### src/rtl/gradient_magnitude_pipe_pkg.sv
// Shared types and helpers for the streaming gradient-magnitude pipeline.
package gradient_pkg;

    typedef enum logic {
        MAG_L1 = 1'b0,
        MAG_L2 = 1'b1
    } mag_mode_t;

    // Register stages from input acceptance to the output register.
    function automatic int mag_latency(input int out_w);
        return out_w + 4;
    endfunction

endpackage

### src/rtl/gradient_magnitude_pipe_isqrt_step.sv
// One registered restoring square-root step producing one root bit, MSB first.
// L1 samples pass straight through so both modes share the same latency.
module isqrt_step
    import gradient_pkg::*;
#(
    parameter int W = 8
) (
    input  logic            clk,
    input  logic            reset_n,
    input  logic            en,
    input  mag_mode_t       mode,
    input  logic [W+4:0]    rem_in,
    input  logic [W:0]      root_in,
    input  logic [2*W+1:0]  op_in,
    output logic [W+4:0]    rem_out,
    output logic [W:0]      root_out,
    output logic [2*W+1:0]  op_out
);

    localparam int RW = W + 5;

    logic [RW-1:0] rem_sh;
    logic [RW-1:0] trial;
    logic          fits;

    always_comb begin
        rem_sh = {rem_in[RW-3:0], op_in[2*W+1:2*W]};
        trial  = {2'b00, root_in, 2'b01};
        fits   = (rem_sh >= trial);
    end

    always_ff @(posedge clk or negedge reset_n) begin
        if (!reset_n) begin
            rem_out  <= '0;
            root_out <= '0;
            op_out   <= '0;
        end else if (en) begin
            if (mode == MAG_L1) begin
                rem_out  <= rem_in;
                root_out <= root_in;
                op_out   <= op_in;
            end else begin
                rem_out  <= fits ? (rem_sh - trial) : rem_sh;
                root_out <= {root_in[W-1:0], fits};
                op_out   <= {op_in[2*W-1:0], 2'b00};
            end
        end
    end

endmodule

### src/rtl/gradient_magnitude_pipe.sv
// Streaming Sobel gradient magnitude (L1 or L2 per sample) with saturation and edge flag.
// Fixed-latency pipeline under a single global stall driven by the output handshake.
module gradient_magnitude_pipe
    import gradient_pkg::*;
#(
    parameter int PRECISION = 16,
    parameter int OUT_W     = 8,
    parameter int USER_W    = 2
) (
    input  logic                        clk,
    input  logic                        reset_n,
    input  logic                        in_valid,
    output logic                        in_ready,
    input  logic signed [PRECISION-1:0] vert_in,
    input  logic signed [PRECISION-1:0] horz_in,
    input  mag_mode_t                   mode,
    input  logic [USER_W-1:0]           user_in,
    input  logic [OUT_W-1:0]            thresh,
    output logic                        out_valid,
    input  logic                        out_ready,
    output logic [OUT_W-1:0]            mag_out,
    output logic                        edge_out,
    output logic [USER_W-1:0]           user_out
);

    localparam int W     = OUT_W;
    localparam int NS    = W + 1;
    localparam int SW    = 2 * W + 2;
    localparam int RW    = W + 5;
    localparam int CHAIN = mag_latency(OUT_W) - 1;
    localparam logic [PRECISION:0] ONE_P = {{PRECISION{1'b0}}, 1'b1};

    logic adv;

    logic              valid_q [CHAIN];
    mag_mode_t         mode_q  [CHAIN];
    logic [USER_W-1:0] user_q  [CHAIN];

    logic [W-1:0]  av_q, ah_q;
    logic [SW-1:0] sum_q;

    logic [RW-1:0] rem_s  [NS+1];
    logic [W:0]    root_s [NS+1];
    logic [SW-1:0] op_s   [NS+1];

    logic [PRECISION:0] vx, hx, va, ha;
    logic [W-1:0]       av_c, ah_c;
    logic [SW-1:0]      avx, ahx, sum_c;
    logic [SW-1:0]      raw;
    logic [W-1:0]       mag_c;

    assign adv      = out_ready | ~out_valid;
    assign in_ready = adv;

    // Absolute value in P+1 bits so the most negative input maps to +2^(P-1) before clamping.
    always_comb begin
        vx   = {vert_in[PRECISION-1], vert_in};
        hx   = {horz_in[PRECISION-1], horz_in};
        va   = vx[PRECISION] ? (~vx + ONE_P) : vx;
        ha   = hx[PRECISION] ? (~hx + ONE_P) : hx;
        av_c = (|va[PRECISION:W]) ? {W{1'b1}} : va[W-1:0];
        ah_c = (|ha[PRECISION:W]) ? {W{1'b1}} : ha[W-1:0];
    end

    always_comb begin
        avx   = {{(SW-W){1'b0}}, av_q};
        ahx   = {{(SW-W){1'b0}}, ah_q};
        sum_c = (mode_q[0] == MAG_L2) ? (avx * avx + ahx * ahx) : (avx + ahx);
    end

    always_ff @(posedge clk or negedge reset_n) begin
        if (!reset_n) begin
            for (int i = 0; i < CHAIN; i++) begin
                valid_q[i] <= 1'b0;
                mode_q[i]  <= MAG_L1;
                user_q[i]  <= '0;
            end
            av_q  <= '0;
            ah_q  <= '0;
            sum_q <= '0;
        end else if (adv) begin
            valid_q[0] <= in_valid;
            mode_q[0]  <= mode;
            user_q[0]  <= user_in;
            for (int i = 1; i < CHAIN; i++) begin
                valid_q[i] <= valid_q[i-1];
                mode_q[i]  <= mode_q[i-1];
                user_q[i]  <= user_q[i-1];
            end
            av_q  <= av_c;
            ah_q  <= ah_c;
            sum_q <= sum_c;
        end
    end

    assign rem_s[0]  = '0;
    assign root_s[0] = '0;
    assign op_s[0]   = sum_q;

    // Step k consumes the sample held in pipeline stage k+1, so it follows that stage's mode.
    for (genvar k = 0; k < NS; k++) begin : g_sqrt
        isqrt_step #(.W(W)) u_step (
            .clk      (clk),
            .reset_n  (reset_n),
            .en       (adv),
            .mode     (mode_q[k+1]),
            .rem_in   (rem_s[k]),
            .root_in  (root_s[k]),
            .op_in    (op_s[k]),
            .rem_out  (rem_s[k+1]),
            .root_out (root_s[k+1]),
            .op_out   (op_s[k+1])
        );
    end

    always_comb begin
        raw   = (mode_q[CHAIN-1] == MAG_L2) ? {{(SW-W-1){1'b0}}, root_s[NS]} : op_s[NS];
        mag_c = (|raw[SW-1:W]) ? {W{1'b1}} : raw[W-1:0];
    end

    always_ff @(posedge clk or negedge reset_n) begin
        if (!reset_n) begin
            out_valid <= 1'b0;
            mag_out   <= '0;
            edge_out  <= 1'b0;
            user_out  <= '0;
        end else if (adv) begin
            out_valid <= valid_q[CHAIN-1];
            mag_out   <= mag_c;
            edge_out  <= (mag_c >= thresh);
            user_out  <= user_q[CHAIN-1];
        end
    end

endmodule
### config.mk
export PLATFORM = sky130hd
export DESIGN_NAME = gradient_magnitude_pipe
export DESIGN_NICKNAME = d
export VERILOG_FILES = /design/src/rtl/gradient_magnitude_pipe_pkg.sv /design/src/rtl/gradient_magnitude_pipe_isqrt_step.sv /design/src/rtl/gradient_magnitude_pipe.sv
export SDC_FILE = /design/constraint.sdc
export NUM_CORES = 1
export LEC_CHECK = 0
export ABC_AREA = 1
export CORE_MARGIN = 2
export CORE_UTILIZATION = 39
export CTS_CLUSTER_SIZE = 16
export DETAILED_ROUTE_END_ITERATION = 10
export PLACE_DENSITY = 0.57
export SETUP_SLACK_MARGIN = 0.4
export SLEW_MARGIN = 20
export SYNTH_ARGS = -nofsm -noshare
export SYNTH_HDL_FRONTEND = slang
export SYNTH_SLANG_ARGS = --single-unit
### constraint.sdc
create_clock -name clk -period 5 [get_ports clk]
set_input_delay 1 -clock clk [delete_from_list [all_inputs] [get_ports clk]]
set_output_delay 1 -clock clk [all_outputs]
set_load 0.02 [all_outputs]
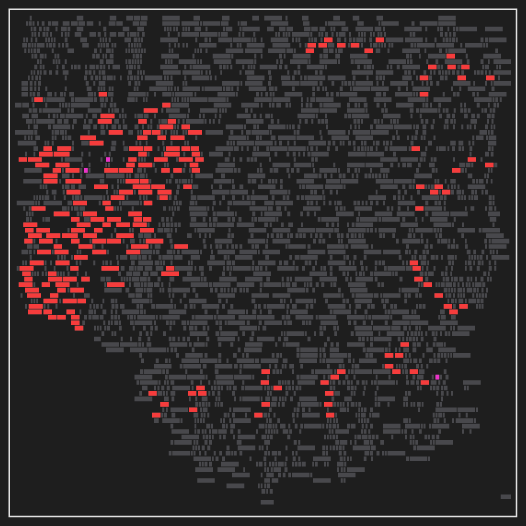
**Above:** run 1 (logic cells by family).
Drawn at 2 px/um.
legend:
  AND and OR gates:
    colour: magenta
    cells: 3
  adder and majority cells:
    colour: red
    cells: 199

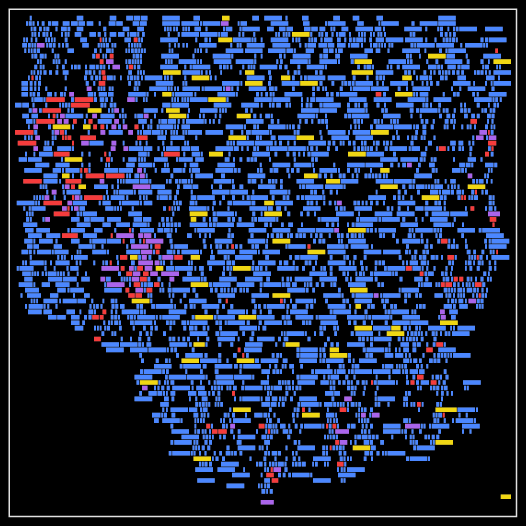
**Above:** run 1 (drive-strength map).
Drawn at 2 px/um.
legend:
  drive 3 to 4:
    colour: purple
    cells: 83
    share: 2.6%
  drive 2:
    colour: red
    cells: 128
    share: 4.0%
  drive 1 or less:
    colour: blue
    cells: 2925
    share: 91%
  drive 6 and up:
    colour: yellow
    cells: 73
    share: 2.3%

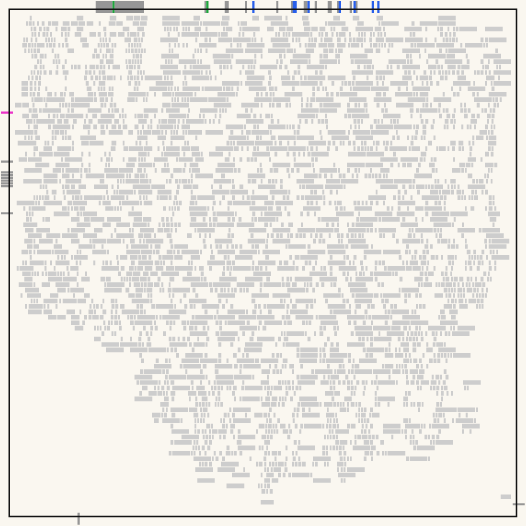
**Above:** run 1 (pin map).
Drawn at 2 px/um. Pins as bars across the die edge, other pins in grey.
legend:
  in_ready:
    colour: magenta
    pins: 1
    direction: output
    edge: west
  user_in:
    colour: green
    pins: 2
    direction: input
    edge: north
  mag_out:
    colour: blue
    pins: 8
    direction: output
    edge: north
all pins by edge: 49 north, 9 west, 1 south, 1 east

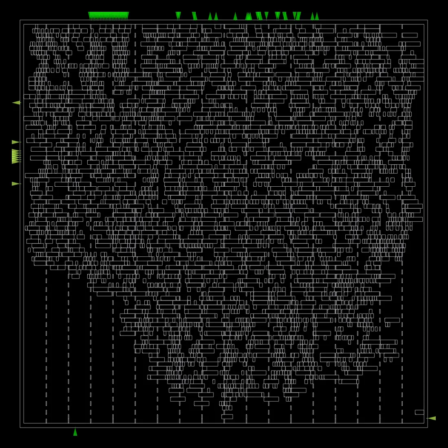
**Above:** run 1 (cell outlines without signal wires).
registers: 368
Core Box Area: 0.0615 mm^2
number of filler cells placed in the layout: 6197

==> flow_metrics.env, run 1 <==
# physical design summary
export IMPL_top_logic_cells_by_instance_count_in_the_layout="sky130_fd_sc_hd__nand2_1 (666), sky130_fd_sc_hd__inv_1 (467), sky130_fd_sc_hd__a21oi_1 (388)"
export IMPL_endpoint_of_the_most_critical_register_to_register_path="sum_q[7]$_DFFE_PN0P_"
export IMPL_startpoint_type="register"
export IMPL_common_cells="sky130_fd_sc_hd__nand2_1 (682), sky130_fd_sc_hd__inv_1 (481), sky130_fd_sc_hd__a21oi_1 (394)"
export IMPL_top_register="g_sqrt.u_step.op_out"
export IMPL_critical_path_max_stage_delay_ns=0.56
export IMPL_endpoint="sum_q[7]$_DFFE_PN0P_"
export IMPL_seqCellArea_mm2=0.00922
export IMPL_final_setup_skew_ns=0.0242
export IMPL_synth_ff_latch_count=368
export IMPL_r2r_slack_ns=0.01
export IMPL_clockNetworkPower_mw=3.20
export IMPL_vias_per_cell=5.07
export IMPL_clkTransAtPathRegs_ns=0.06
export IMPL_asyncSetResetFlopFracSynth=1.00
export IMPL_syn_avg_cell_area_um2=7.63
export IMPL_largest_registers="g_sqrt.u_step.op_out x162, g_sqrt.u_step.rem_out x72, g_sqrt.u_step.root_out x45"
export IMPL_layout_drive_gt1_share=0.0885
export IMPL_synth_area_mux_share=0
export IMPL_arrival_ns=5.47
export IMPL_run_status="completed"
export IMPL_depth_of_the_worst_register_to_register_path=19
export IMPL_pwr_share_comb=0.513
export IMPL_final_critical_path_setup_slack_ns=0.00974
export IMPL_ys_top_logic_family="simple AND/OR/NAND/NOR gates"
export IMPL_worst_slew_margin_rel=0.334
export IMPL_switchingPower_mw=7.98
export IMPL_cts_tree="yes"
export IMPL_clk_insertion_delay_late_ns=0.58
export IMPL_worstSetupEndpointType="register"
export IMPL_cts_buffer_depth=3
export IMPL_yosys_stat_area_mm2=0.0242
export IMPL_critical_path_startpoint="av_q[4]$_DFFE_PN0P_"
export IMPL_placementRows=91
export IMPL_critical_path_slowest_cell="sky130_fd_sc_hd__fa_1"
export IMPL_postCtsSetupBuffers=11
export IMPL_power_share_clock=0.182
export IMPL_chipHeight_um=253
export IMPL_whs_ns=0.448
export IMPL_post_synthesis_simple_gate_area_fraction=0.200
export IMPL_power_density_over_the_cells_mw_per_mm2=640
export IMPL_min_to="out_valid$_DFFE_PN0P_"
export IMPL_power_frac_seq=0.305
export IMPL_crit_required_ns=5.48
export IMPL_post_route_design_area_mm2=0.0274
export IMPL_grt_pass1_vias=20413
export IMPL_dp_final_hpwl_mm=42.8
export IMPL_synth_adder_area_share=0.127
export IMPL_sw_frac_of_total=0.455
export IMPL_cp_top_delay_family="adder cells"
export IMPL_enable_flop_cells=0
export IMPL_worstPathBufferInverterCount=7
export IMPL_final_instance_count_excl_fill=3999
export IMPL_final_setup_viols=0
export IMPL_synthFlopType="sky130_fd_sc_hd__dfrtp_1"
export IMPL_ys_seq_frac=0.381
export IMPL_pg_seq_mw=5.35
export IMPL_insertedDiodeCount=0
export IMPL_synth_cells_yosys=3167
export IMPL_synth_xor_xnor_area_share=0.0141
export IMPL_warnings=48
export IMPL_worst_path_max_fanout=4
export IMPL_aoi_share=0.173
export IMPL_final_wtd_congestion=0.871
export IMPL_antenna_found_initial=0
export IMPL_lay_top_count="sky130_fd_sc_hd__nand2_1"
export IMPL_grt_pass1_wl_mm=101
export IMPL_die_area_mm2=0.0640
export IMPL_cts_repair_resized=39
export IMPL_netlist_top_cells_area="sky130_fd_sc_hd__dfrtp_1 (38%), sky130_fd_sc_hd__nand2_1 (11%), sky130_fd_sc_hd__a21oi_1 (8.2%)"
export IMPL_cp_depth=19
export IMPL_drc=0
export IMPL_rsz0062_at_grt="true"
==> run 1: layer usage <==
layer  part of all wire  track usage  up-vias
li1                   -            -    10259
met4              0.020       0.0451        0
met3              0.025       0.0232       78
met1               0.45        0.248     9735
met2               0.51        0.337      220
met5                  0            0        -
==> run 1: cell type report <==
cell class	instances	share of cell area
clock inverter	19	0.00703
inverter	502	0.0690
multi-input combinational	2144	0.464
clock buffer	61	0.0458
sequential	368	0.337
timing repair buffer	115	0.0410
tap	790	0.0361
==> run 1: per-stage QoR <==
stage,utilization,setup TNS [ns]
3_3_place_gp,0.416,-0.137
3_5_place_dp,0.416,-0.263
4_1_cts,0.443,0
2_1_floorplan,-,0
6_report,0.446,0
5_1_grt,0.446,-1.00
## Run 2: what changed since run 1
- ABC_CLOCK_PERIOD_IN_PS: not set -> 5000
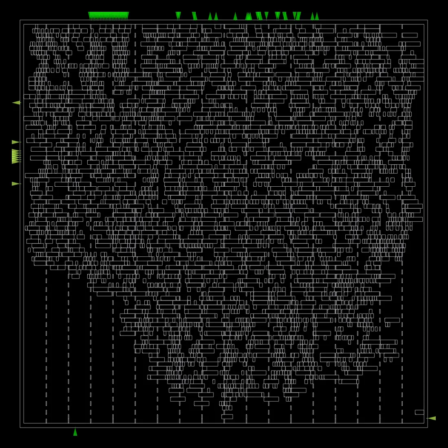
**Above:** run 2 (cell outlines without signal wires).
core utilization of the finished layout: 0.446
register fraction of the total cell area: 0.337
number of well-tap cells placed: 790
number of standard-cell rows in the floorplan: 91
post-layout instance count excluding filler cells: 3999

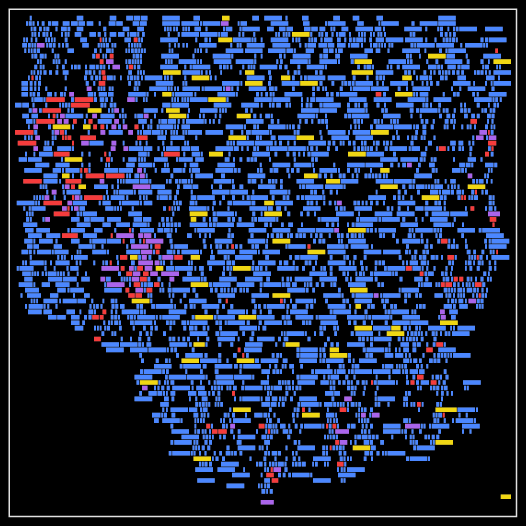
**Above:** run 2 (drive-strength map).
Drawn at 2 px/um.
legend:
  drive 3 to 4:
    colour: purple
    cells: 83
    share: 2.6%
  drive 2:
    colour: red
    cells: 128
    share: 4.0%
  drive 6 and up:
    colour: yellow
    cells: 73
    share: 2.3%
  drive 1 or less:
    colour: blue
    cells: 2925
    share: 91%

==> run 2 against run 1 <==
Compared with the run above: count of clock-buffer cells in the layout stayed put; sequential power hardly changed; sequential cell count stayed put; synthesized area stayed put; sequential share of layout area stayed put; critical endpoint unchanged; largest cell class unchanged.
==> flow_metrics.env, run 2 <==
# physical design summary
export IMPL_post_route_design_area_mm2=0.0274
export IMPL_synth_cells_yosys=3167
export IMPL_top_logic_cells_by_instance_count_in_the_layout="sky130_fd_sc_hd__nand2_1 (666), sky130_fd_sc_hd__inv_1 (467), sky130_fd_sc_hd__a21oi_1 (388)"
export IMPL_pwr_share_comb=0.513
export IMPL_cts_buffer_depth=3
export IMPL_postCtsSetupBuffers=11
export IMPL_layout_comb_gates_multi_input=2144
export IMPL_pg_seq_mw=5.35
export IMPL_r2r_slack_ns=0.01
export IMPL_power_density_over_the_cells_mw_per_mm2=640
export IMPL_wl_met3_mm=1.49
export IMPL_core_area_mm2=0.0615
export IMPL_netlist_top_cells_area="sky130_fd_sc_hd__dfrtp_1 (38%), sky130_fd_sc_hd__nand2_1 (11%), sky130_fd_sc_hd__a21oi_1 (8.2%)"
export IMPL_asyncSetResetFlopFracSynth=1.00
export IMPL_clkTransAtPathRegs_ns=0.06
export IMPL_cts_repair_resized=39
export IMPL_registers=368
export IMPL_seqCellArea_mm2=0.00922
export IMPL_yosys_stat_area_mm2=0.0242
export IMPL_clock_buffer_count=61
export IMPL_worstPathBufferInverterCount=7
export IMPL_synth_ff_latch_count=368
export IMPL_lay_top_count="sky130_fd_sc_hd__nand2_1"
export IMPL_top_register="g_sqrt.u_step.op_out"
export IMPL_worst_slew_margin_rel=0.334
export IMPL_chipHeight_um=253
export IMPL_die_area_mm2=0.0640
export IMPL_cp_top_delay_family="adder cells"
export IMPL_topRoutingLayerUsed="met4"
export IMPL_worstSetupEndpointType="register"
export IMPL_switchingPower_mw=7.98
export IMPL_run_status="completed"
export IMPL_combAreaFraction=0.464
export IMPL_use_met2=0.337
export IMPL_sw_frac_of_total=0.455
export IMPL_critical_path_slowest_cell="sky130_fd_sc_hd__fa_1"
export IMPL_cts_tree="yes"
export IMPL_nonClkBufAreaFrac=0.0410
export IMPL_common_cells="sky130_fd_sc_hd__nand2_1 (682), sky130_fd_sc_hd__inv_1 (481), sky130_fd_sc_hd__a21oi_1 (394)"
export IMPL_insertedDiodeCount=0
export IMPL_detail_route_wirelength_met1_mm=27.0
export IMPL_power_frac_seq=0.305
export IMPL_n_all_buffers=115
export IMPL_enable_flop_cells=0
export IMPL_rsz0062_at_grt="true"
export IMPL_setup_tns_final_ns=0
export IMPL_layout_drive_gt1_share=0.0885
export IMPL_grt_busiest_layer="met2"
[run 2: cell families after synthesis]
group                    synth area share
AND-OR/OR-AND                       0.173
XOR/XNOR                           0.0141
buffers and inverters               0.104
AND/OR/NAND/NOR                     0.200
flip-flops                          0.381
adder cells (fa/ha/maj)             0.127
[run 2: worst paths after layout]
check | depth (start not counted) | to
max reg2reg | 19 | sum_q[7]$_DFFE_PN0P_
min in group asynchronous | 1 | g_sqrt[5].u_step.rem_out[10]$_DFFE_PN0P_
max | 19 | sum_q[7]$_DFFE_PN0P_
min reg2reg | 2 | out_valid$_DFFE_PN0P_
min | 2 | out_valid$_DFFE_PN0P_
max in group asynchronous | 2 | ah_q[4]$_DFFE_PN0P_
## Run 3: what changed since run 2
- RECOVER_POWER: not set -> 100
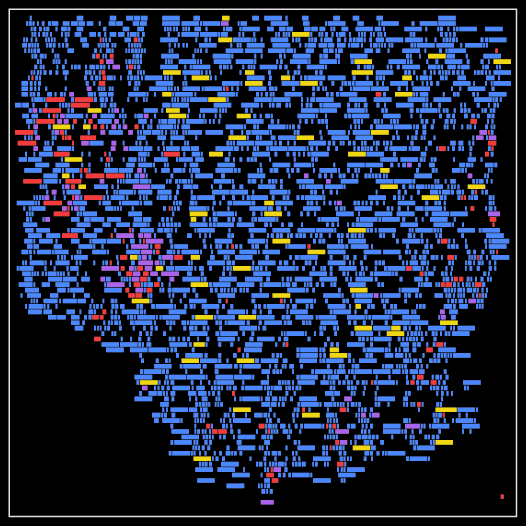
**Above:** run 3 (drive-strength map).
Drawn at 2 px/um.
legend:
  drive 6 and up:
    colour: yellow
    cells: 69
    share: 2.2%
  drive 1 or less:
    colour: blue
    cells: 2931
    share: 91%
  drive 3 to 4:
    colour: purple
    cells: 80
    share: 2.5%
  drive 2:
    colour: red
    cells: 129
    share: 4.0%

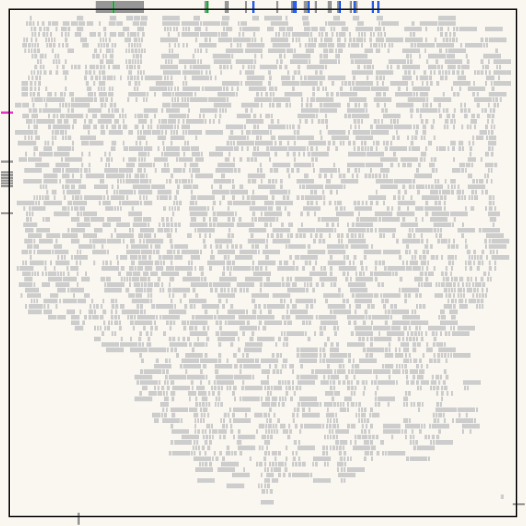
**Above:** run 3 (pin map).
Drawn at 2 px/um. Pins as bars across the die edge, other pins in grey.
legend:
  mag_out:
    colour: blue
    pins: 8
    direction: output
    edge: north
  user_in:
    colour: green
    pins: 2
    direction: input
    edge: north
  in_ready:
    colour: magenta
    pins: 1
    direction: output
    edge: west
all pins by edge: 49 north, 9 west, 1 south, 1 east

==> run 3 against run 2 <==
Compared with the run above: the run now ends with capacitance limit, slew limit left; sequential share of layout area is 0.096 points higher; total power down 0.16%; fmax is essentially flat; register-to-register slack hardly changed; synthesized cell count unchanged; routed wire length decreased by 0.11%; largest power group unchanged; highest routed layer unchanged.
==> flow_metrics.env, run 3 <==
# physical design summary
export IMPL_run_status="complete, but fails checks"
export IMPL_violations="capacitance limit, slew limit"
export IMPL_ys_top_logic_family="simple AND/OR/NAND/NOR gates"
export IMPL_grt_pass1_wl_mm=101
export IMPL_dp_final_hpwl_mm=42.8
export IMPL_switchingPower_mw=7.98
export IMPL_worst_path_max_fanout=4
export IMPL_critical_path_slowest_cell="sky130_fd_sc_hd__fa_1"
export IMPL_layout_drive_gt1_share=0.0866
export IMPL_top_logic_cells_by_instance_count_in_the_layout="sky130_fd_sc_hd__nand2_1 (666), sky130_fd_sc_hd__inv_1 (468), sky130_fd_sc_hd__a21oi_1 (388)"
export IMPL_startpoint_type="register"
export IMPL_seqCellArea_mm2=0.00922
export IMPL_pwr_share_comb=0.512
export IMPL_endpoint="sum_q[7]$_DFFE_PN0P_"
export IMPL_final_setup_skew_ns=0.0234
export IMPL_whs_ns=0.448
export IMPL_grt_pass1_vias=20413
export IMPL_clockNetworkPower_mw=3.20
export IMPL_ys_seq_frac=0.381
export IMPL_synth_area_mux_share=0
export IMPL_power_density_over_the_cells_mw_per_mm2=641
export IMPL_insertedDiodeCount=0
export IMPL_rsz0062_at_grt="true"
export IMPL_enable_flop_cells=0
export IMPL_clkTransAtPathRegs_ns=0.06
export IMPL_antenna_found_initial=0
export IMPL_critical_path_max_stage_delay_ns=0.56
export IMPL_arrival_ns=5.47
export IMPL_synth_cells_yosys=3167
export IMPL_report_final_slew_viol_count=260
export IMPL_final_wtd_congestion=0.871
export IMPL_maxCapViolCount=3
export IMPL_synth_ff_latch_count=368
export IMPL_fillCellCount=6210
export IMPL_sw_frac_of_total=0.455
export IMPL_final_setup_viols=0
export IMPL_setup_tns_final_ns=0
export IMPL_netlist_top_cells_area="sky130_fd_sc_hd__dfrtp_1 (38%), sky130_fd_sc_hd__nand2_1 (11%), sky130_fd_sc_hd__a21oi_1 (8.2%)"
export IMPL_depth_of_the_worst_register_to_register_path=19
export IMPL_synth_xor_xnor_area_share=0.0141
export IMPL_pg_seq_mw=5.35
export IMPL_synthFlopType="sky130_fd_sc_hd__dfrtp_1"
export IMPL_clk_insertion_delay_late_ns=0.58
export IMPL_worstPathBufferInverterCount=7
export IMPL_vias_per_cell=5.07
export IMPL_asyncSetResetFlopFracSynth=1.00
export IMPL_critical_path_startpoint="av_q[4]$_DFFE_PN0P_"
run 3: cell counts after synthesis:
No cell type changed its count.
run 3: cell families after synthesis:
family                   count (synthesis)
AND/OR/NAND/NOR                       1128
AND-OR/OR-AND                          778
buffers and inverters                  655
flip-flops                             368
adder cells (fa/ha/maj)                199
XOR/XNOR                                39
run 3: cell type report:
class,instances,share of cell area
repair buffers,115,0.0389
clock inverters,19,0.00705
flip-flops and latches,368,0.338
well taps,790,0.0362
clock buffers,61,0.0459
inverters,502,0.0692
multi-input cells,2144,0.465
run 3: per-layer routing:
metal  track usage  wire length, um
met1         0.248            26900
met2         0.337            30300
met3        0.0232             1520
met4        0.0451             1180
met5             0                0
run 3: repair_timing:
item,in CTS,in global routing
pin swaps,30,20
resized,39,35
setup endpoints to repair,11,12
setup buffers,11,6
No activity file was given, so power comes from the tool's default toggle rates.
